met4.png
Scale bar: 50 um. Supply wires on this layer in gray.
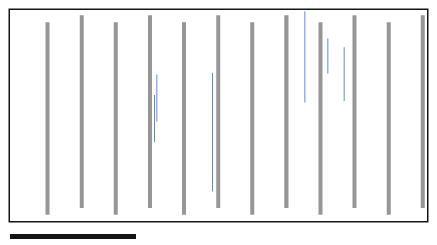
clock_map.png
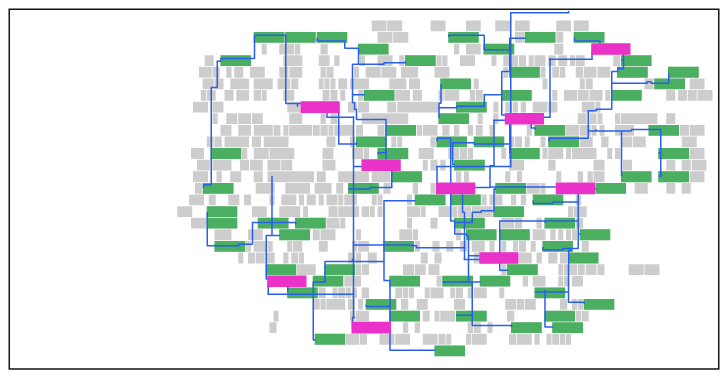
### config.mk
export PLATFORM = sky130hd
export DESIGN_NAME = fixdiv_responder
export DESIGN_NICKNAME = d
export VERILOG_FILES = /design/src/rtl/fixdiv_pkg.sv /design/src/rtl/fixdiv_core.sv /design/src/rtl/fixdiv_responder.sv
export SDC_FILE = /design/constraint.sdc
export NUM_CORES = 1
export LEC_CHECK = 0
export CORE_ASPECT_RATIO = 0.5
export CORE_MARGIN = 1
export CORE_UTILIZATION = 30
export DETAILED_ROUTE_END_ITERATION = 10
export RECOVER_POWER = 25
export SLEW_MARGIN = 40
export SYNTH_ARGS = -nofsm -noshare
export SYNTH_HDL_FRONTEND = slang
export SYNTH_SLANG_ARGS = --single-unit
### constraint.sdc
create_clock -name Clk -period 6.6 [get_ports Clk]
set_input_delay 1.65 -clock Clk [delete_from_list [all_inputs] [get_ports Clk]]
set_output_delay 1.65 -clock Clk [all_outputs]
set_load 0.05 [all_outputs]
### src/rtl/fixdiv_pkg.sv
// Shared types and constants for the fixed-point divide responder.
package fixdiv_pkg;

  typedef enum logic [3:0] {
    IDLE,
    ARMED,
    LD0,
    LD1,
    LD2,
    DIV,
    WR0,
    WR1,
    WR2,
    DONE
  } state_t;

  localparam int          DIV_CYCLES  = 24;
  localparam logic [23:0] DIV0_RESULT = 24'hFFFFFF;

  // operand byte offsets from the operand base address
  localparam int OFF_DVD_HI = 0;
  localparam int OFF_DVD_LO = 1;
  localparam int OFF_DVS    = 2;

  // result byte offsets from the result base address
  localparam int OFF_RES_HI  = 0;
  localparam int OFF_RES_MID = 1;
  localparam int OFF_RES_LO  = 2;

endpackage

### src/rtl/fixdiv_core.sv
// Serial restoring divider, 24-bit numerator by 8-bit divisor, one quotient
// bit per cycle MSB first. The load cycle already resolves the first bit, so
// busy stays high for the remaining DIV_CYCLES-1 steps and the quotient is
// final in the first cycle busy reads low.
module fixdiv_core
  import fixdiv_pkg::*;
(
  input  logic        Clk,
  input  logic        Reset,
  input  logic        load,
  input  logic [23:0] numerator,
  input  logic [7:0]  divisor,
  output logic        busy,
  output logic [23:0] quotient
);

  logic [8:0]  rem;
  logic [7:0]  dvs;
  logic [4:0]  count;

  logic [8:0]  src_rem;
  logic [23:0] src_num;
  logic [7:0]  src_dvs;
  logic [9:0]  trial;
  logic [9:0]  diff;
  logic        ge;
  logic [8:0]  rem_next;
  logic [23:0] quo_next;

  // One restoring step: shift in the next numerator bit, subtract if it fits.
  // Remainder stays below the divisor, so trial never exceeds 9 bits and the
  // borrow shows up cleanly in diff[9].
  always_comb begin
    src_rem  = load ? 9'd0 : rem;
    src_num  = load ? numerator : quotient;
    src_dvs  = load ? divisor : dvs;
    trial    = {src_rem, src_num[23]};
    diff     = trial - {2'b00, src_dvs};
    ge       = ~diff[9];
    rem_next = ge ? diff[8:0] : trial[8:0];
    quo_next = {src_num[22:0], ge};
  end

  // Remainder, quotient shift register and step counter.
  always_ff @(posedge Clk) begin
    if (Reset) begin
      rem      <= '0;
      dvs      <= '0;
      quotient <= '0;
      count    <= '0;
    end else if (load) begin
      rem      <= rem_next;
      dvs      <= divisor;
      quotient <= quo_next;
      count    <= 5'(DIV_CYCLES - 1);
    end else if (count != 5'd0) begin
      rem      <= rem_next;
      quotient <= quo_next;
      count    <= count - 5'd1;
    end
  end

  assign busy = (count != 5'd0);

endmodule

### src/rtl/fixdiv_responder.sv
// Launch-handshake responder computing floor(dividend * 2^FRAC_BITS / divisor)
// from operands in data memory and writing the 24-bit result back.
//
// state | meaning
// IDLE  | waiting for Start to rise
// ARMED | Start high, launch on the first cycle it reads low
// LD0   | read dividend high byte
// LD1   | read dividend low byte
// LD2   | read divisor, start divider or take the divide-by-zero path
// DIV   | divider running
// WR0   | write result[23:16]
// WR1   | write result[15:8]
// WR2   | write result[7:0]
// DONE  | Ack high until Start is seen again
module fixdiv_responder
  import fixdiv_pkg::*;
#(
  parameter int AW        = 8,
  parameter int OPA_ADDR  = 0,
  parameter int RES_ADDR  = 4,
  parameter int FRAC_BITS = 8
) (
  input  logic          Clk,
  input  logic          Reset,
  input  logic          Start,
  output logic          Ack,
  output logic [AW-1:0] MemAddr,
  output logic          MemWrEn,
  output logic [7:0]    MemWrData,
  input  logic [7:0]    MemRdData
);

  localparam int QW = 16 + FRAC_BITS;

  localparam logic [AW-1:0] ADDR_DVD_HI = AW'(OPA_ADDR + OFF_DVD_HI);
  localparam logic [AW-1:0] ADDR_DVD_LO = AW'(OPA_ADDR + OFF_DVD_LO);
  localparam logic [AW-1:0] ADDR_DVS    = AW'(OPA_ADDR + OFF_DVS);
  localparam logic [AW-1:0] ADDR_RES_HI = AW'(RES_ADDR + OFF_RES_HI);
  localparam logic [AW-1:0] ADDR_RES_MD = AW'(RES_ADDR + OFF_RES_MID);
  localparam logic [AW-1:0] ADDR_RES_LO = AW'(RES_ADDR + OFF_RES_LO);

  state_t          state;
  state_t          state_next;
  logic [15:0]     dividend;
  logic            div0;
  logic [AW-1:0]   addr_hold;
  logic [AW-1:0]   addr_c;
  logic            ack_r;
  logic            ack_d;
  logic            core_load;
  logic            core_busy;
  logic [QW-1:0]   numerator;
  logic [QW-1:0]   core_q;
  logic [QW-1:0]   result;

  assign numerator = {dividend, {FRAC_BITS{1'b0}}};
  assign result    = div0 ? QW'(DIV0_RESULT) : core_q;

  fixdiv_core u_core (
    .Clk       (Clk),
    .Reset     (Reset),
    .load      (core_load),
    .numerator (numerator),
    .divisor   (MemRdData),
    .busy      (core_busy),
    .quotient  (core_q)
  );

  // Next-state decode plus memory-bus and Ack drive; address holds outside LD/WR.
  always_comb begin
    state_next = state;
    core_load  = 1'b0;
    addr_c     = addr_hold;
    MemWrEn    = 1'b0;
    MemWrData  = 8'h00;
    ack_d      = 1'b0;
    case (state)
      IDLE:  if (Start) state_next = ARMED;
      ARMED: if (!Start) state_next = LD0;
      LD0: begin
        addr_c     = ADDR_DVD_HI;
        state_next = LD1;
      end
      LD1: begin
        addr_c     = ADDR_DVD_LO;
        state_next = LD2;
      end
      LD2: begin
        addr_c = ADDR_DVS;
        if (MemRdData == 8'h00) begin
          state_next = WR0;
        end else begin
          core_load  = 1'b1;
          state_next = DIV;
        end
      end
      DIV:   if (!core_busy) state_next = WR0;
      WR0: begin
        addr_c     = ADDR_RES_HI;
        MemWrEn    = 1'b1;
        MemWrData  = result[23:16];
        state_next = WR1;
      end
      WR1: begin
        addr_c     = ADDR_RES_MD;
        MemWrEn    = 1'b1;
        MemWrData  = result[15:8];
        state_next = WR2;
      end
      WR2: begin
        addr_c     = ADDR_RES_LO;
        MemWrEn    = 1'b1;
        MemWrData  = result[7:0];
        state_next = DONE;
      end
      DONE: begin
        if (Start) begin
          state_next = ARMED;
        end else begin
          ack_d = 1'b1;
        end
      end
      default: state_next = IDLE;
    endcase
  end

  assign MemAddr = addr_c;
  assign Ack     = ack_r;

  // State, operand capture, held address and registered Ack.
  always_ff @(posedge Clk) begin
    if (Reset) begin
      state     <= IDLE;
      dividend  <= '0;
      div0      <= 1'b0;
      addr_hold <= '0;
      ack_r     <= 1'b0;
    end else begin
      state     <= state_next;
      addr_hold <= addr_c;
      ack_r     <= ack_d;
      if (state == LD0) dividend[15:8] <= MemRdData;
      if (state == LD1) dividend[7:0]  <= MemRdData;
      if (state == LD2) div0           <= (MemRdData == 8'h00);
    end
  end

endmodule

==> out/results.ini <==
[pwr]
netSwitchingFraction_pct = 38.6
p_seq_share_pct = 31.1
power_switching_uw = 746
power_mw = 1.93
p_per_area_mw_per_mm2 = 406
combPwrFrac_pct = 41.4

[final_layout]
buffers = 34
fin_area_mm2 = 0.00476
nNetsFinal = 528
clock_tree_area_fraction_pct = 6.65
layout.non_clock_inverters = 10
logic_gates = 377
final-instance-count-excl-fill = 682
final_core_utilization_pct = 36.9
regArea_mm2 = 0.00152
n_antenna_cell = 0
syn_to_final_growth_pct = 18.1
logic_area_mm2 = 0.00235
drive_above_1_share_pct = 8.59
reg_top3 = u_core.quotient (24), dividend (16), u_core.rem (9)
largest_class = logic gates
clkbuf_count = 11
top_register = u_core.quotient

[setup_path]
crit_chain = clkdlybuf4s50_1, or4_4, o41ai_4, buf_4, mux2i_1, ha_1, a21o_1, a21o_2, a211o_1, o21ai_4, o32ai_2, nor2b_4, a221o_1
path_delay_family = AND-OR/OR-AND gates
reg2reg_slack_ps = 2270
critPathBufInv = 2
cp-endpoint = u_core.rem[6]
cp-start-kind = primary input
cp.required_ps = 6820
r2r_cells = 12
setup.worst_path.start = MemRdData[1]
cpPeakStageDelay_ps = 570
crit_path_end_kind = flip-flop
critical_path_arrival_ps = 5730
rr_startpoint = state[2]
crit_slowest_cell = or4_4

[floorplanning]
tap-cell-count = 170
io_pins = 29
placementRows = 29
initial_core_util_pct = 31.3
core_mm2 = 0.0129
die_y_um = 83.9

[min_path]
hold_path_class = flip-flop to flip-flop
hp-start = dividend[13]
holdPathEnd = dividend[13]
hold_path_depth = 2

[logic_synthesis]
ys_types = 64
netlist_area_mm2 = 0.00403
synth_nets = 515
edf_count = 0
top_cell_area_share_pct = 37.8
synthSimpleGateAreaFrac_pct = 25.6
post_synth_ao_oa_area_fraction_pct = 23.0
post_synth.cell_area_avg_um2 = 8.14
post-synth-top-area-cell = dfxtp_1
flop_cell = dfxtp_1
ys_seq_share_pct = 37.8
ys_cells = 495
topCellsByArea = dfxtp_1, nand2_1, nor2_1
synth-xor-area-share_pct = 2.39
synth.cellmix.adderShare_pct = 2.98
synth_top_cell_by_count = nand2_1
logic_family = simple AND/OR/NAND/NOR gates

[route]
antenna_violating_nets_post_route = 0
routed_via_density = 5.20
drc = 2

[global_route]
antenna_found_initial = 0
grt_max_degree = 63
grt_pass1_wl_um = 16700
grt_pass1_vias = 3322
grt_usage_pct = 14.8

[run_status]
outcome = complete, but fails checks
violations = design-rule violations, max-capacitance violations, max-slew violations

[clock_network]
cts_tree = done
cts_sinks = 76
cts_buffer_depth = 2
clkTransAtPathRegs_ps = 60
cts_setup_buffers = 0
cts_hold_buf = 0
cts_resized = 0
htreeDepth = 3

[job]
drv_cap = 1
tool_warnings = 26

[sta]
maxSlewHeadroom_pct = -89.3
hold_violations = 0
fin_crit_ps = 5510
min_period_over_period_pct = 83.5
drv_slew = 63
tightest_slew_ps = 2840
finalSetupViolations = 0
fin_worst_hold_slack_ps = 460

[place]
postPlaceCellArea_mm2 = 0.00444
routabilityCongestion = 0.911
place.port_buffers = 28
placedCellCount = 667

Notes on met4.png above:
main direction: vertical
share of all routed wire: 1.5%
longest straight run: 46.9 um
nets with wire on the layer: 5
wire length on this layer: 154 um
drt total wl: 10000 um
Vias: 3546

Notes on clock_map.png above:
legend:
  clock wires:
    color: blue
    length: 1050 um
  cells driving clock nets:
    color: magenta
    count: 9
  flip-flops:
    color: green
    count: 76
routed clock nets: 10
worst skew pair latency: 340 ps
clock skew: 5.05 ps
Clock Power Share: 27.5%
clock group power: 530 uW

[power groups by stage]
| stage | clock (mW) | combinational, mW | sequential (mW) |
|---|---|---|---|
| after floorplan | 0 | 0.662 | 0.569 |
| final | 0.530 | 0.799 | 0.601 |
| after global routing | 0.564 | 0.884 | 0.612 |
| after global placement | 0 | 0.787 | 0.609 |
| after detailed placement | 0 | 0.791 | 0.609 |
| after CTS | 0.543 | 0.797 | 0.599 |
[per-layer routing]
metal / GRT usage [%] / wire, um / up-vias
met2: 23.8 / 4600 / 47
met5: 0 / 0 / -
met3: 2.84 / 238 / 15
met1: 19.6 / 5050 / 1698
met4: 5.69 / 154 / 0
li1: - / - / 1786
No activity file was given, so power comes from the tool's default toggle rates.
